Cell outlines without signal wires:
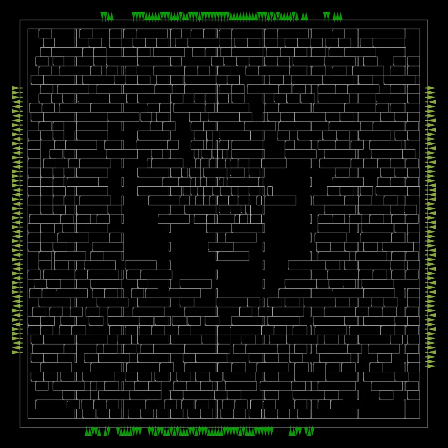
Signal wires by layer:
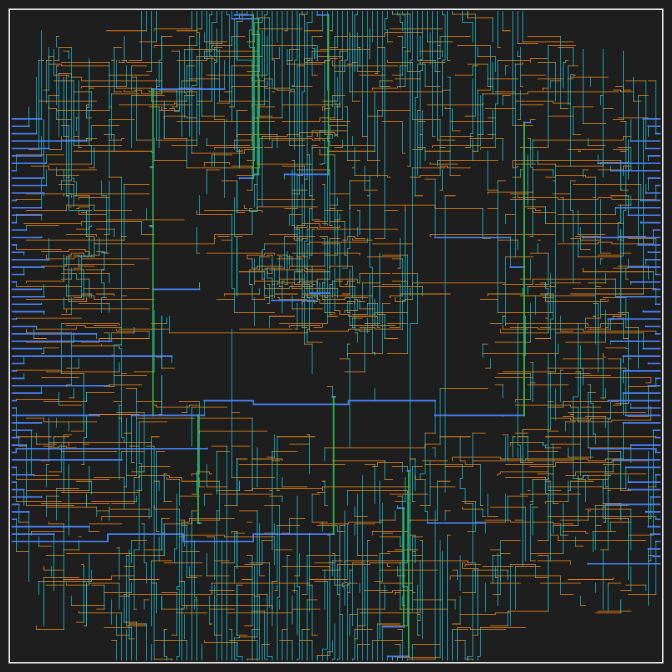
Wires at chosen ports, followed through buffers:
The bar under the picture is 20 microns long.
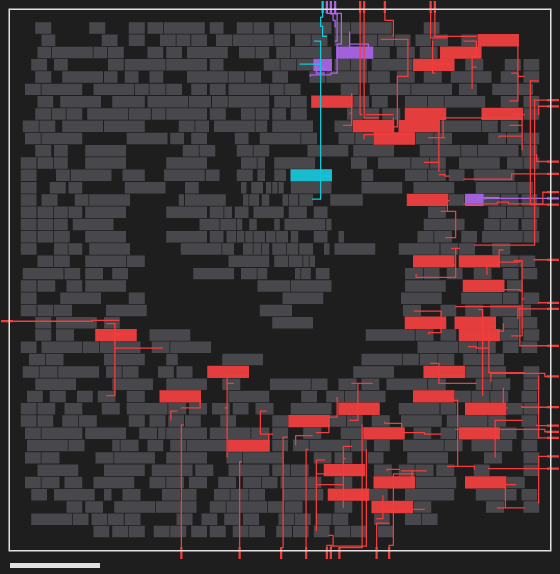
<file path="src/rtl/wb_timeout_1x1.sv">
// Wishbone watchdog/request stage: i_* one cycle after t_*, response one cycle after i_ack/i_err.
// Initiator is held (no t_ack) until termination, abort or TIMEOUT expiry with error.
module wb_timeout_1x1 #(
  parameter int WB_ADDR_WIDTH = 32,
  parameter int WB_DATA_WIDTH = 32,
  parameter int TIMEOUT       = 256
) (
  input  logic                       clock,
  input  logic                       reset,
  input  logic [WB_ADDR_WIDTH-1:0]   t_adr,
  input  logic [WB_DATA_WIDTH-1:0]   t_dat_w,
  output logic [WB_DATA_WIDTH-1:0]   t_dat_r,
  input  logic                       t_cyc,
  input  logic                       t_stb,
  input  logic                       t_we,
  input  logic [WB_DATA_WIDTH/8-1:0] t_sel,
  output logic                       t_ack,
  output logic                       t_err,
  output logic [WB_ADDR_WIDTH-1:0]   i_adr,
  output logic [WB_DATA_WIDTH-1:0]   i_dat_w,
  output logic [WB_DATA_WIDTH/8-1:0] i_sel,
  output logic                       i_we,
  output logic                       i_cyc,
  output logic                       i_stb,
  input  logic [WB_DATA_WIDTH-1:0]   i_dat_r,
  input  logic                       i_ack,
  input  logic                       i_err,
  output logic                       timeout,
  output logic [WB_ADDR_WIDTH-1:0]   timeout_adr
);

  localparam int SEL_W = WB_DATA_WIDTH / 8;
  localparam int CNT_W = $clog2(TIMEOUT);
  localparam logic [CNT_W-1:0] CNT_MAX = CNT_W'(TIMEOUT - 1);

  typedef enum logic [1:0] {
    IDLE = 2'd0,
    BUSY = 2'd1,
    RESP = 2'd2
  } state_t;

  state_t                   state, state_nxt;
  logic [CNT_W-1:0]         cnt, cnt_nxt;
  logic [WB_ADDR_WIDTH-1:0] i_adr_nxt;
  logic [WB_DATA_WIDTH-1:0] i_dat_w_nxt;
  logic [SEL_W-1:0]         i_sel_nxt;
  logic                     i_we_nxt;
  logic                     i_cyc_nxt;
  logic                     i_stb_nxt;
  logic                     t_ack_nxt;
  logic                     t_err_nxt;
  logic [WB_DATA_WIDTH-1:0] t_dat_r_nxt;
  logic                     timeout_nxt;
  logic [WB_ADDR_WIDTH-1:0] timeout_adr_nxt;

  always_ff @(posedge clock or negedge reset) begin
    if (!reset) begin
      state       <= IDLE;
      cnt         <= '0;
      i_adr       <= '0;
      i_dat_w     <= '0;
      i_sel       <= '0;
      i_we        <= 1'b0;
      i_cyc       <= 1'b0;
      i_stb       <= 1'b0;
      t_ack       <= 1'b0;
      t_err       <= 1'b0;
      t_dat_r     <= '0;
      timeout     <= 1'b0;
      timeout_adr <= '0;
    end else begin
      state       <= state_nxt;
      cnt         <= cnt_nxt;
      i_adr       <= i_adr_nxt;
      i_dat_w     <= i_dat_w_nxt;
      i_sel       <= i_sel_nxt;
      i_we        <= i_we_nxt;
      i_cyc       <= i_cyc_nxt;
      i_stb       <= i_stb_nxt;
      t_ack       <= t_ack_nxt;
      t_err       <= t_err_nxt;
      t_dat_r     <= t_dat_r_nxt;
      timeout     <= timeout_nxt;
      timeout_adr <= timeout_adr_nxt;
    end
  end

  always_comb begin
    state_nxt       = state;
    cnt_nxt         = cnt;
    i_adr_nxt       = i_adr;
    i_dat_w_nxt     = i_dat_w;
    i_sel_nxt       = i_sel;
    i_we_nxt        = i_we;
    i_cyc_nxt       = i_cyc;
    i_stb_nxt       = i_stb;
    t_ack_nxt       = 1'b0;
    t_err_nxt       = 1'b0;
    t_dat_r_nxt     = t_dat_r;
    timeout_nxt     = 1'b0;
    timeout_adr_nxt = timeout_adr;

    case (state)
      IDLE: begin
        if (t_cyc && t_stb) begin
          i_adr_nxt   = t_adr;
          i_dat_w_nxt = t_dat_w;
          i_sel_nxt   = t_sel;
          i_we_nxt    = t_we;
          i_cyc_nxt   = 1'b1;
          i_stb_nxt   = 1'b1;
          cnt_nxt     = '0;
          state_nxt   = BUSY;
        end
      end

      BUSY: begin
        // Saturate rather than wrap; expiry always leaves BUSY anyway.
        if (cnt != CNT_MAX) begin
          cnt_nxt = cnt + CNT_W'(1);
        end
        if (!t_cyc) begin
          i_cyc_nxt = 1'b0;
          i_stb_nxt = 1'b0;
          state_nxt = IDLE;
        end else if (i_err) begin
          i_cyc_nxt   = 1'b0;
          i_stb_nxt   = 1'b0;
          t_err_nxt   = 1'b1;
          t_dat_r_nxt = '0;
          state_nxt   = RESP;
        end else if (i_ack) begin
          i_cyc_nxt   = 1'b0;
          i_stb_nxt   = 1'b0;
          t_ack_nxt   = 1'b1;
          t_dat_r_nxt = i_dat_r;
          state_nxt   = RESP;
        end else if (cnt == CNT_MAX) begin
          i_cyc_nxt       = 1'b0;
          i_stb_nxt       = 1'b0;
          t_err_nxt       = 1'b1;
          t_dat_r_nxt     = '0;
          timeout_nxt     = 1'b1;
          timeout_adr_nxt = i_adr;
          state_nxt       = RESP;
        end
      end

      // The initiator still shows the finished request here, so t_stb is not sampled.
      RESP: begin
        state_nxt = IDLE;
      end

      default: begin
        state_nxt = IDLE;
      end
    endcase
  end

endmodule

</file>
<file path="config.mk">
export PLATFORM = sky130hd
export DESIGN_NAME = wb_timeout_1x1
export DESIGN_NICKNAME = d
export VERILOG_FILES = /design/src/rtl/wb_timeout_1x1.sv
export SDC_FILE = /design/constraint.sdc
export NUM_CORES = 1
export LEC_CHECK = 0
export ABC_CLOCK_PERIOD_IN_PS = 2400
export CAP_MARGIN = 10
export CORE_MARGIN = 2
export CORE_UTILIZATION = 42
export CTS_CLUSTER_SIZE = 20
export DETAILED_ROUTE_END_ITERATION = 7
export PLACE_DENSITY = 0.79
export RECOVER_POWER = 100
export SLEW_MARGIN = 20
export SYNTH_ARGS = -nofsm -noshare
export SYNTH_HDL_FRONTEND = slang
export SYNTH_SLANG_ARGS = --single-unit
</file>
<file path="constraint.sdc">
create_clock -name clock -period 2.4 [get_ports clock]
set_input_delay 0.48 -clock clock [delete_from_list [all_inputs] [get_ports clock]]
set_output_delay 0.48 -clock clock [all_outputs]
set_load 0.05 [all_outputs]
</file>
==> results.txt <==
fresh numbers from the pnr run: Die X-Extent 120 microns, FF-to-FF End t_dat_r[4], Pre-Place Util 42.7%, GRT overflow 0, routed wire length 13.0 mm, placed inst area 8250 sq um, Syn Nets 461, pre-CTS setup slack 178 ps, and+or+nand+nor area frac 3.01%, type of the worst min-delay path input pin to async pin, Top non-seq family multiplexers, Post-Synth Adder-Cell Area 0.223%, cell type with the largest total area dfrtp_1, clock power share 32.8%, Critical Path, Cell by Cell dlygate4sd3_1, # hold bufs at CTS 0, failing checks max-capacitance violations, max-slew violations, Worst Setup EP i_adr[19], DR vias/cell 4.91, final setup fails 0, cycle use final 90.2%, Max Cap Violations 1, vias in the first global route 4,077, Inverters 2, hold violation total from the final report 0, sequential cell area fraction in the yosys report 65.6%, OpenROAD warning count 26, synthesized area 5610 sq um, CP Data Required Time 1920 ps, dpl hpwl 9.29 mm, Finished Layout Cells 792, GPL Wtd Cong 0.791, status finished with violations, critical setup path kind register to output pin, Worst setup EP type output pin, cell with the most instances after synthesis dfrtp_1, post-synth top area share 65.6%, Final Slew Violations 63, Clk Tree Root Cell clkbuf_16, Setup Fix Bufs, Post-CTS 0
About 'cell outlines without signal wires':
flop share of the area: 41.6%
number of fill cells: 928

About 'signal wires by layer':
Key: orange = M1 [wire length 5,200 microns]; green = M4 [wire length 302 microns]; cyan = M2 [wire length 6,620 microns]; blue = M3 [wire length 848 microns]
via count: 3,891
wire per inst: 16.4 microns
GRT Util Overall: 18.6%

About 'wires at chosen ports, followed through buffers':
Key: purple = t_sel [bits 4, direction input, edge 3 top, 1 right, end cells 4, buffers 4, wire 69.5 microns]; cyan = i_cyc [bits 1, direction output, edge top, end cells 1, buffers 1, wire 52.6 microns]; red = i_adr [bits 32, direction output, edge 17 right, 9 bottom, 5 top, 1 left, end cells 32, buffers 32, wire 1,150 microns]
I/O pins: 245
# port buffers: 244

## registers in the layout (all words and copies together) (netlist names)
signal and count:
cnt 8, i_adr 32, i_dat_w 32, i_sel 4, i_stb 1, i_we 1, state 2, t_ack 1
t_dat_r 32, t_err 1, timeout 1, timeout_adr 32
## layer usage
metal	vias up	share of wire (%)	track usage, %
met4	0	2.3	8.31
met3	22	6.5	5.56
met2	152	51	31.2
met5	-	0	0
li1	1796	-	-
met1	1921	40	22.2
## logic make-up (layout without fill, tap and decap cells)
family	count (synthesis)	in the layout
flip-flops	147	147
buffers and inverters	22	285
XOR/XNOR	3	3
AND/OR/NAND/NOR	29	29
adder cells (fa/ha/maj)	1	1
AND-OR/OR-AND	48	48
multiplexers	103	103
Power figures rest on the tool's default switching activity, not on a simulated workload.
